**Run 1: a small window of the routed layout**

Window x 1 to 51, y 53 to 103 um. Cells in gray, sequential cells in the stronger gray; small squares are vias.
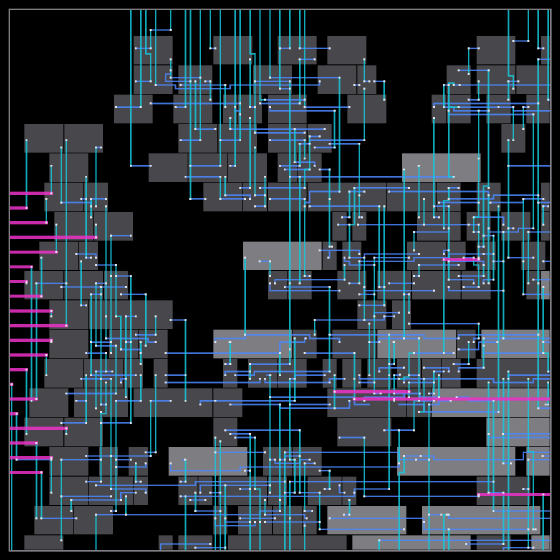
**Run 1: sequential cells colored by netlist name**

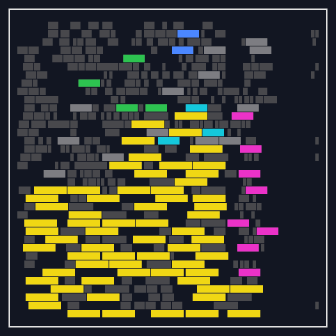
**Run 1: clock wiring as the flow saved it**

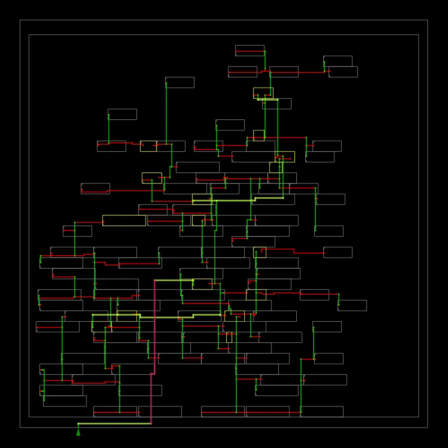
<file path="config.mk">
export PLATFORM = sky130hd
export DESIGN_NAME = console_uart_tx
export DESIGN_NICKNAME = d
export VERILOG_FILES = /design/src/rtl/console_uart_tx.sv
export SDC_FILE = /design/constraint.sdc
export NUM_CORES = 1
export LEC_CHECK = 0
export CAP_MARGIN = 15
export CELL_PAD_IN_SITES_DETAIL_PLACEMENT = 0
export CELL_PAD_IN_SITES_GLOBAL_PLACEMENT = 1
export CORE_MARGIN = 2
export CORE_UTILIZATION = 43
export DETAILED_ROUTE_END_ITERATION = 8
export PLACE_DENSITY = 0.82
export SLEW_MARGIN = 20
export SYNTH_ARGS = -nofsm -noshare
export SYNTH_HDL_FRONTEND = slang
export SYNTH_SLANG_ARGS = --single-unit
</file>
<file path="constraint.sdc">
create_clock -name clk -period 4 [get_ports clk]
set_input_delay 0.6 -clock clk [delete_from_list [all_inputs] [get_ports clk]]
set_output_delay 0.6 -clock clk [all_outputs]
set_load 0.05 [all_outputs]
</file>
<file path="src/rtl/console_uart_tx.sv">
// Memory-mapped console transmitter: snoops byte writes to BASE_ADDR, queues them
// in a small FIFO and sends them out as 8N1 UART frames on txd.
module console_uart_tx #(
   parameter logic [15:0] BASE_ADDR = 16'hff00,
   parameter int unsigned DIV       = 4,
   parameter int unsigned DEPTH     = 8
) (
   input  logic        clk,
   input  logic        reset,
   input  logic [15:0] dwrite_addr,
   input  logic [15:0] dwrite_data,
   input  logic [1:0]  dwrite_en,
   input  logic [15:0] dread_addr,
   output logic [15:0] status_data,
   output logic        status_sel,
   output logic        txd,
   output logic        busy,
   output logic        overflow
);

   localparam int unsigned PW = (DEPTH > 1) ? $clog2(DEPTH) : 1;
   localparam int unsigned CW = $clog2(DEPTH + 1);
   localparam int unsigned DW = (DIV > 1) ? $clog2(DIV) : 1;

   localparam logic [1:0] S_IDLE  = 2'd0;
   localparam logic [1:0] S_START = 2'd1;
   localparam logic [1:0] S_DATA  = 2'd2;
   localparam logic [1:0] S_STOP  = 2'd3;

   logic [1:0]    r_state;
   logic [DW-1:0] r_div;
   logic [2:0]    r_bit;
   logic [7:0]    r_shift;
   logic          r_txd;
   logic          r_overflow;
   logic [CW-1:0] r_count;
   logic [PW-1:0] r_wptr;
   logic [PW-1:0] r_rptr;
   logic [7:0]    r_mem [DEPTH];

   logic          w_empty;
   logic          w_full;
   logic          w_div_last;
   logic          w_pop;
   logic          w_req_lo;
   logic          w_req_hi;
   logic          w_req;
   logic          w_push;
   logic          w_clr;
   logic [7:0]    w_push_byte;
   logic [7:0]    w_head;

   assign w_empty    = (r_count == '0);
   assign w_full     = (r_count == CW'(DEPTH));
   assign w_div_last = (r_div == DW'(DIV - 1));
   assign w_head     = r_mem[r_rptr];

   // Pop on an idle serialiser, or on the last STOP edge so frames run gapless.
   assign w_pop = !w_empty && ((r_state == S_IDLE) || ((r_state == S_STOP) && w_div_last));

   assign w_req_lo    = (dwrite_addr == BASE_ADDR) && dwrite_en[0];
   assign w_req_hi    = (dwrite_addr == (BASE_ADDR - 16'd1)) && dwrite_en[1];
   assign w_req       = w_req_lo || w_req_hi;
   assign w_push_byte = w_req_lo ? dwrite_data[7:0] : dwrite_data[15:8];
   assign w_push      = w_req && (!w_full || w_pop);

   assign w_clr = ((dwrite_addr == (BASE_ADDR + 16'd1)) && dwrite_en[0] && dwrite_data[0]) ||
                  ((dwrite_addr == BASE_ADDR) && dwrite_en[1] && dwrite_data[8]);

   always_ff @(posedge clk) begin
      if (w_push) begin
         r_mem[r_wptr] <= w_push_byte;
      end
   end

   always_ff @(posedge clk) begin
      if (reset) begin
         r_count    <= '0;
         r_wptr     <= '0;
         r_rptr     <= '0;
         r_overflow <= 1'b0;
      end else begin
         if (w_push) begin
            r_wptr <= r_wptr + PW'(1);
         end
         if (w_pop) begin
            r_rptr <= r_rptr + PW'(1);
         end
         case ({w_push, w_pop})
            2'b10:   r_count <= r_count + CW'(1);
            2'b01:   r_count <= r_count - CW'(1);
            default: r_count <= r_count;
         endcase
         // A dropped push outranks a clear on the same edge.
         if (w_req && !w_push) begin
            r_overflow <= 1'b1;
         end else if (w_clr) begin
            r_overflow <= 1'b0;
         end
      end
   end

   always_ff @(posedge clk) begin
      if (reset) begin
         r_state <= S_IDLE;
         r_div   <= '0;
         r_bit   <= '0;
         r_shift <= '0;
         r_txd   <= 1'b1;
      end else begin
         case (r_state)
            S_IDLE: begin
               if (w_pop) begin
                  r_state <= S_START;
                  r_shift <= w_head;
                  r_div   <= '0;
                  r_txd   <= 1'b0;
               end
            end
            S_START: begin
               if (w_div_last) begin
                  r_state <= S_DATA;
                  r_div   <= '0;
                  r_bit   <= '0;
                  r_txd   <= r_shift[0];
                  r_shift <= {1'b0, r_shift[7:1]};
               end else begin
                  r_div <= r_div + DW'(1);
               end
            end
            S_DATA: begin
               if (w_div_last) begin
                  r_div <= '0;
                  if (r_bit == 3'd7) begin
                     r_state <= S_STOP;
                     r_txd   <= 1'b1;
                  end else begin
                     r_bit   <= r_bit + 3'd1;
                     r_txd   <= r_shift[0];
                     r_shift <= {1'b0, r_shift[7:1]};
                  end
               end else begin
                  r_div <= r_div + DW'(1);
               end
            end
            S_STOP: begin
               if (w_div_last) begin
                  r_div <= '0;
                  if (w_pop) begin
                     r_state <= S_START;
                     r_shift <= w_head;
                     r_txd   <= 1'b0;
                  end else begin
                     r_state <= S_IDLE;
                     r_txd   <= 1'b1;
                  end
               end else begin
                  r_div <= r_div + DW'(1);
               end
            end
            default: begin
               r_state <= S_IDLE;
               r_div   <= '0;
               r_txd   <= 1'b1;
            end
         endcase
      end
   end

   assign txd      = r_txd;
   assign overflow = r_overflow;
   assign busy     = !w_empty || (r_state != S_IDLE);

   // BASE_ADDR is even, so forcing bit 0 on both sides compares address bits [15:1].
   assign status_sel = ((dread_addr | 16'h0001) == (BASE_ADDR | 16'h0001));

   always_comb begin
      status_data = '0;
      if (status_sel) begin
         status_data[0]    = w_full;
         status_data[1]    = w_empty;
         status_data[2]    = busy;
         status_data[3]    = r_overflow;
         status_data[11:8] = 4'(r_count);
      end
   end

endmodule

</file>
==> changes_impl.md, run 1 <==
## Flow update

- Post-synth EDFFs: 64
- Max_slew headroom: 0.4760
- Logic area: 1692 sq um
- Pre-CTS WS: 374.3 ps
- NonClk Buf Share: 0.1352
- Largest class: registers
- Nets: 458
- Multi-input gates: 205
- Post-route DRC: 0
- Design area: 5331 sq um
- Die width: 104.4 um
- Seq share, synth: 0.5818
- Die area: 10900 sq um
- Tool Warnings: 31
- Combinational power: 0.00101 W
- Top-count cell post-synth: edfxtp_1
- Grt ovf: 0
- Final ANT Viol Nets: 0
- RePlAce Congestion: 0.6804
- TAP cells: 133
- Final hold slack: 485.7 ps
- Crit path DAT: 3050 ps
- TritonCTS buffer count: 9
- Area fraction in mux cells: 0.1527
- Critical Path Start Type: input port
- Post-CTS setup buffers: 0
- Async SR Flop Fraction: 0
- Pin count of the biggest net entering global routing: 30
- Routed vias/inst: 5.273
- Top cells by area: edfxtp_1 44%, dfxtp_1 14%, mux4_2 8.3%
- Area grow syn2layout: 22.97%
- Final number of setup-violating endpoints: 0
- Main logic family after synthesis: multiplexers
- Critical path class: in -> out
- Half-perimeter wire length after placement: 6118 um
- Site Rows: 36
- Yosys chip area: 4335 sq um
- Clk_skew: 12.40 ps
- Logic pwr share: 0.349
- Resize count post-CTS: 0
- Seq pwr: 0.00125 W
- Crit path DRT: 3400 ps
- Clock transition at path regs: 100 ps
- Detailed Routing Iterations Pass 1: 4
- Outcome: complete, no violations
- Top FF cell, synth: edfxtp_1
- # IOs: 72
- Final Non-Filler Cells: 531
- Max cap viols: 0
- Aoi share: 0.06580
- Flops after synth: 94
- Min-Delay Path Class: reg -> reg
- Gate Count Post-Synth: 322
- Pre-Place Util: 0.4435
- Root Driver: clkbuf_8
- CTS max path bufs: 2
- Final setup margin: 348.1 ps
- Registers: 94
- P_int: 0.001918 W
- Clock-cell share of area: 0.03802
- Mapped Area: 4335 sq um
- Overall routed net length: 8606 um
- Worst-path fanout max: 7
- Worst-Margin Slew: 785.0 ps
- Share of cells above drive strength 1: 0.1734
About 'a small window of the routed layout':
Blue shows M1. Magenta shows M3. Cyan shows M2.
143 logic cells have their middle in the window. Sequential cells in the window: 12. Netlist names of flops here include r_count (4), r_mem (4), r_wptr (2). Most frequent: clkdlybuf4s50_1 (43), dfxtp_1 (8).

About 'sequential cells colored by netlist name':
Cyan shows r_rptr, sequential cells 3. Yellow shows r_mem, sequential cells 64. Magenta shows r_shift, sequential cells 8. Blue shows r_div, sequential cells 2. Green shows r_count, sequential cells 4.
Another 13 sequential cells are not colored.

About 'clock wiring as the flow saved it':
clk sinks: 94
clock network power: 0.000639 W
# clk buffers: 9

-- run 1: flip-flops by register name (all words and copies together) (netlist names), named ones only --
signal    cells
overflow      1
r_bit         3
r_count       4
r_div         2
r_mem        64
r_rptr        3
r_shift       8
r_state       2
r_wptr        3
txd           1
-- run 1: metal layers --
layer  vias to the layer above  share of wire  global-route usage
met1                      1378           0.43              0.2057
met2                        72           0.51              0.2899
met3                         4          0.044             0.03008
li1                       1346              -                   -
met4                         0         0.0072             0.04440
met5                         -              0                   0
-- run 1: critical path, cell delays in order --
cell	delay [ps]
clkdlybuf4s50_1	400
nor4b_1	310
nand2_1	140
nor3_1	560
and2_1	220
clkdlybuf4s50_1	810
-- run 1: path summary, 6_finish.rpt --
path	startpoint	endpoint	slack, ps	cells after the start
worst max-delay path	dread_addr[3]	status_data[3]	350	6
worst min-delay path	txd	txd	490	2
worst max register to register	r_state[1]	r_count[3]	1210	11
worst min register to register	txd	txd	490	2
-- run 1: layout by cell type, fill, tap and decap left out, types with 3 or more instances in the layout --
| master | instances |
|---|---|
| a21o_1 | 3 |
| a21oi_1 | 19 |
| a22oi_1 | 4 |
| and2_1 | 5 |
| and3_1 | 4 |
| buf_4 | 14 |
| clkbuf_8 | 9 |
| clkdlybuf4s50_1 | 61 |
| conb_1 | 8 |
| dfxtp_1 | 29 |
| edfxtp_1 | 64 |
| ha_1 | 12 |
| inv_1 | 7 |
| mux2_2 | 16 |
| mux2i_1 | 11 |
| mux4_2 | 16 |
| nand2_1 | 13 |
| nand3_1 | 6 |
| nand4_1 | 4 |
| nor2_1 | 31 |
| nor3_1 | 9 |
| nor4_1 | 5 |
| nor4b_1 | 3 |
| o21ai_0 | 5 |
| xnor2_1 | 4 |
==> inputs of run 2 (changes only) <==
- clock period: 4 -> 3.7 ns (I/O delays scaled with it)
**Run 2: PDN straps and rails**

Pins as bars on the die edge.
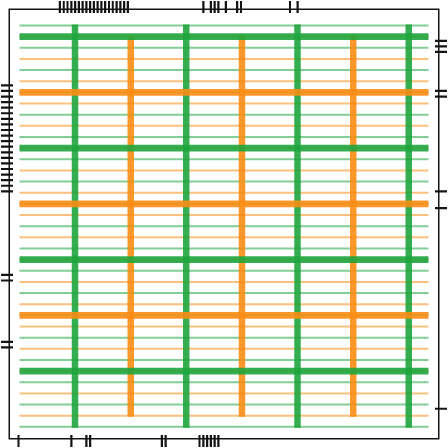
Green shows VSS. Orange shows VDD.
37 met1 rails follow the rows. 7 straps on met5. 7 straps on met4. 72 signal pins sit on the boundary.

**Run 2: a small window of the routed layout**

Window x 1 to 51, y 53 to 103 um. Cells in gray, sequential cells in the stronger gray; small squares are vias.
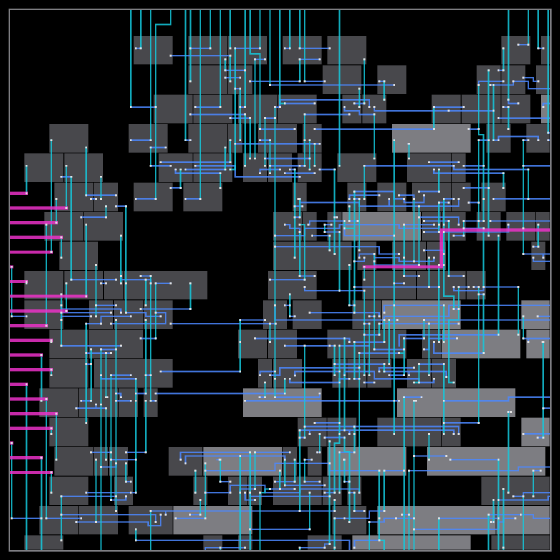
Blue shows M1. Magenta shows M3. Cyan shows M2.
Most frequent: clkdlybuf4s50_1 (38), dfxtp_1 (8), buf_4 (8). Netlist names of flops here include r_count (4), r_mem (4), r_wptr (3). 139 logic cells have their middle in the window. Sequential cells in the window: 12.

==> changes_impl.md, run 2 <==
## Flow update

- Root Driver: clkbuf_8
- Slowest stage cell on the critical path: clkdlybuf4s50_1
- Antenna violations before repair: 0
- Die width: 104.4 um
- CTS tree: yes
- Grt ovf: 0
- Clock transition at path regs: 100 ps
- Mapped Area: 4335 sq um
- Yosys chip area: 4335 sq um
- Final core utilization: 0.5447
- Site Rows: 36
- CP most frequent cell: clkdlybuf4s50_1
- Post-CTS setup buffers: 0
- Flops after synth: 94
- Tool Warnings: 31
- Combinational power: 0.00112 W
- Dominant logic cell type in the layout: edfxtp_1
- CP bufs+invs: 2
- Seq share, synth: 0.5818
- CP max stage delay: 870 ps
- RePlAce Congestion: 0.7185
- Area grow syn2layout: 22.80%
- Largest delay share family, worst path: buffers and inverters
- Regs by FF count: r_mem x64, r_shift x8, r_count x4
- Share of cells above drive strength 1: 0.1875
- CP Cell Sequence: clkdlybuf4s50_1 -> nor4b_1 -> nand2_1 -> nor4_1 -> clkdlybuf4s50_1
- Max_slew headroom: 0.4708
- Clk_skew: 12.73 ps
- Async SR Flop Fraction: 0
- Reg2reg path depth: 11
- Seq pwr: 0.00134 W
- Max cap viols: 0
- Top FF cell, synth: edfxtp_1
- Clk sinks: 94
- Pre-Place Util: 0.4435
- Outcome: complete, no violations
- Die area: 10900 sq um
- Detailed Routing Iterations Pass 1: 4
- Hold path depth: 2
- Gate Count Post-Synth: 322
- Overall routed net length: 8622 um
- P_int: 0.002025 W
- Final number of setup-violating endpoints: 0
- Hold Path Origin: r_div[1]
- First DRT Iteration DRCs: 70
- Top Layout Cells: 64 x edfxtp_1, 56 x clkdlybuf4s50_1, 31 x nor2_1, 30 x dfxtp_1, 22 x buf_4
- Pin count of the biggest net entering global routing: 30
- TritonCTS buffer count: 9
- Post-route DRC: 0
- Worst R2R Start: r_state[1]
- Crit path DAT: 2590 ps
- Crit path DRT: 3140 ps
- Critical Path Start Type: input port
- Max reg flops: 64
- Worst-Margin Slew: 792.7 ps
- Critical path class: in -> out
- Final Non-Filler Cells: 533
- # IOs: 72
- Final hold slack: 478.8 ps
- Top cells by area: edfxtp_1 44%, dfxtp_1 14%, mux4_2 8.3%
- Nets: 460
- Largest register by flop count: r_mem
- Worst-path fanout max: 3
- Routed vias/inst: 5.233
- Stages on the worst setup path: 5
run 2: final cells by class:
| class | instances | area (sq um) |
|---|---|---|
| sequential | 94 | 2522 |
| clock buffer | 9 | 123.9 |
| timing repair buffer | 78 | 725.7 |
| inverter | 7 | 26.28 |
| clock inverter | 7 | 67.56 |
| fill | 848 | 4451 |
| multi-input combinational | 205 | 1692 |
| tap | 133 | 166.4 |
run 2: per-stage QoR:
stage	instance area (sq um)	setup WS, ps	power, W
finish	5324	553.1	0.003114
global route	5324	368.9	0.003320
CTS	5324	560.5	0.003140
detailed placement	5132	304.8	0.002490
global placement	5132	302.3	0.002456
floorplan	4362	288.3	0.002186
run 2: worst reg2reg max path, delay by kind of cell, from the launching register on:
kind,cells,cell delay (ps)
compound gates,3,580
mux,2,530
fa+ha+maj,2,490
flops,1,420
buf+inv,2,300
simple gates,2,250
run 2: worst paths after layout:
kind | to | slack (ps)
setup / recovery | status_data[9] | 550
hold reg to reg | r_div[1] | 480
hold / removal | r_div[1] | 480
setup reg to reg | r_count[3] | 1020
run 2: cells by family (layout without fill, tap and decap cells):
family / count (synthesis) / count (layout) / synth area share
compound gates: 43 / 43 / 0.06580
xor+xnor: 5 / 5 / 0.01010
fa+ha+maj: 13 / 13 / 0.03925
buf+inv: 30 / 101 / 0.03406
flops: 94 / 94 / 0.5818
mux: 44 / 44 / 0.1527
other cells: 1 / 8 / 0.0008650
simple gates: 92 / 92 / 0.1154
run 2: routing by layer:
layer | routed length (um) | up-vias | GRT usage
met5 | 0 | - | 0
met4 | 130 | 0 | 0.06950
met3 | 308 | 9 | 0.02694
met2 | 4419 | 60 | 0.2857
met1 | 3764 | 1365 | 0.2011
li1 | - | 1355 | -
==> inputs of run 3 (changes only) <==
- CAP_MARGIN: 15 -> 10
- CORE_UTILIZATION: 43 -> 25
- PLACE_DENSITY: 0.82 -> 0.54
**Run 3: gate families picked out**

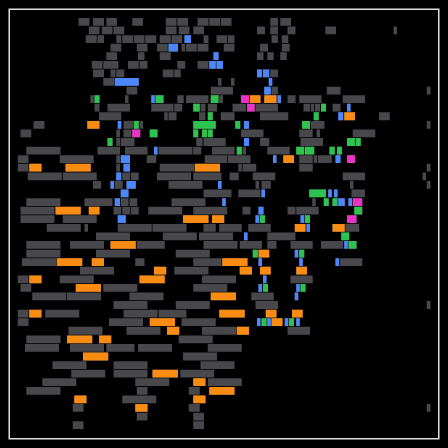
Blue shows nor cells, cells 53. Magenta shows non-inverting ao/oa cells, cells 6. Green shows aoi and oai cells, cells 37. Orange shows mux cells, cells 44.

==> changes_impl.md, run 3 <==
## Flow update

- Outcome: complete, no violations
- Min-Delay Path Class: reg -> reg
- Max_slew headroom: 0.4312
- Critical path class: in -> reg
- Post-route DRC: 0
- Top cells by area: edfxtp_1 44%, dfxtp_1 14%, mux4_2 8.3%
- Post-layout min period: 3201 ps
- Seq pwr: 0.00132 W
- PwrDens: 600.4 nW/um^2
- # IOs: 72
- Post-synth EDFFs: 64
- Hold path depth: 2
- Slowest stage cell on the critical path: or4b_4
- Die area: 18410 sq um
- Die Ht: 135.7 um
- Max reg flops: 64
- Tool Warnings: 31
- Critical Path Start Type: input port
- FMAX: 312.4 MHz
- P_leak: 1.918 nW
- Flops after synth: 94
- Crit path DRT: 3930 ps
- Crit path capture type: register
- Root Driver: clkbuf_16
- TritonCTS buffer count: 9
- Post-synth top area share: 0.4433
- Peak supply drop: 199.7 uV
- CP Cell Sequence: clkdlybuf4s50_1 -> or4b_4 -> nor4_4 -> nand3b_4 -> and3_1 -> ha_1 -> a21o_1 -> a21oi_1 -> mux2i_1 -> mux2_1
- Worst R2R Start: r_div[0]
- Seq share, synth: 0.5818
- Nets: 460
- Sequential power share: 0.400
- Worst-path fanout max: 8
- Worst-Margin Slew: 852.1 ps
- CP startpoint: dwrite_addr[1]
- Endpoints failing hold: 0
- P_int: 0.002209 W
- Yosys chip area: 4335 sq um
- Overall routed net length: 9352 um
- Grt ovf: 0
- Crit path DAT: 3430 ps
- Final number of setup-violating endpoints: 0
- Site Rows: 48
- Async SR Flop Fraction: 0
- CTS tree: yes
- Fin crit share: 0.8651
- Post-CTS setup buffers: 0
- Antenna violations before repair: 0
- Pre-Place Util: 0.2533
- Hold Path Origin: txd
- Core Area: 17120 sq um
- Resize count post-CTS: 0
- Gr busiest metal: met2
- Top pwr grp: sequential cells
- Number of inserted diodes: 0
- Max cap viols: 0
- Largest area contributor in the netlist: edfxtp_1
- First DRT Iteration DRCs: 96
- Share of cells above drive strength 1: 0.1880
- Top Layout Cells: 64 x edfxtp_1, 55 x clkdlybuf4s50_1, 31 x nor2_1, 30 x dfxtp_1, 23 x buf_4
- Met3 GRT Util: 0.02319
- Gate Count Post-Synth: 322
- Area grow syn2layout: 27.30%
- Combinational power: 0.00113 W
- Top-count cell post-synth: edfxtp_1
- PnR Total Power: 0.003314 W
- Final ANT Viol Nets: 0
- Die width: 135.7 um
- CP max stage delay: 560 ps
- Logic pwr share: 0.342
- Clock Power Share: 0.259
- Final Non-Filler Cells: 624
- Largest register by flop count: r_mem
- Clk_skew: 5.978 ps
- Pin count of the biggest net entering global routing: 17
- Top FF cell, synth: edfxtp_1
- Clk sinks: 94
- Met1 Use GR: 0.1355
- Reg2reg path depth: 9
- Mapped Area: 4335 sq um
- GRT Total Usage: 0.1075
- Detailed Routing Iterations Pass 1: 4
- Slew Limit Fails: 0
- CTS max path bufs: 2
- Routed vias/inst: 4.410
- Clock network power: 0.000857 W
- Dominant logic cell type in the layout: edfxtp_1
- Clock transition at path regs: 70 ps
- RePlAce Congestion: 0.6876
- GR Layer Usage met2: 0.1827
- Half-perimeter wire length after placement: 6516 um
- Regs by FF count: r_mem x64, r_shift x8, r_count x4
**Run 3: sequential cells colored by netlist name**

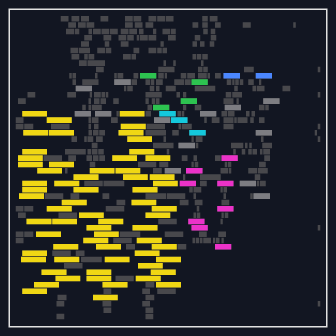
Yellow shows r_mem, sequential cells 64. Cyan shows r_rptr, sequential cells 3. Magenta shows r_shift, sequential cells 8. Green shows r_count, sequential cells 4, where north. Blue shows r_div, sequential cells 2.

==> run 3: worst max-delay path: cells and delay by family <==
family / cells / cell delay, ps
and+or+nand+nor: 4 / 1210
muxes: 2 / 560
buffers and inverters: 1 / 430
AOI/OAI and AO/OA: 2 / 380
adders and majority gates: 1 / 310
==> run 3: logic make-up (layout without fill, tap and decap cells) <==
family	after synthesis	after routing	synth area share
AND-OR/OR-AND	43	43	0.06580
multiplexers	44	44	0.1527
flip-flops	94	94	0.5818
buffers and inverters	30	100	0.03406
other	1	8	0.0008650
adder cells (fa/ha/maj)	13	13	0.03925
AND/OR/NAND/NOR	92	92	0.1154
XOR/XNOR	5	5	0.01010
==> run 3: per-stage QoR <==
step / utilization / area [sq um] / worst slack, ps / hold slack, ps
final: 0.3224 / 5519 / 499.3 / 478.6
after global placement: 0.3064 / 5245 / 144.7 / 459.5
after CTS: 0.3224 / 5519 / 498.6 / 480.4
after detailed placement: 0.3064 / 5245 / 150.4 / 467.7
after floorplan: - / 4362 / 288.3 / 447.3
after global routing: 0.3224 / 5519 / 379.9 / 493.7
==> run 3: worst paths after layout <==
check,endpoint,slack [ps]
max,r_count[3],500
min,txd,480
max reg2reg,r_count[3],1040
min reg2reg,txd,480
==> run 3: final cells by class <==
cell class,instances,area (sq um)
fill,1730,11600
sequential,94,2522
multi-input combinational,205,1692
timing repair buffer,78,723.2
tap,225,281.5
clock buffer,9,225.2
clock inverter,6,48.80
inverter,7,26.28
==> run 3: per-layer routing <==
metal	vias to the layer above	share of wire
met5	-	0
met4	0	0.013
met3	12	0.024
met2	34	0.51
met1	1358	0.45
li1	1348	-
No activity file was given, so power comes from the tool's default toggle rates.
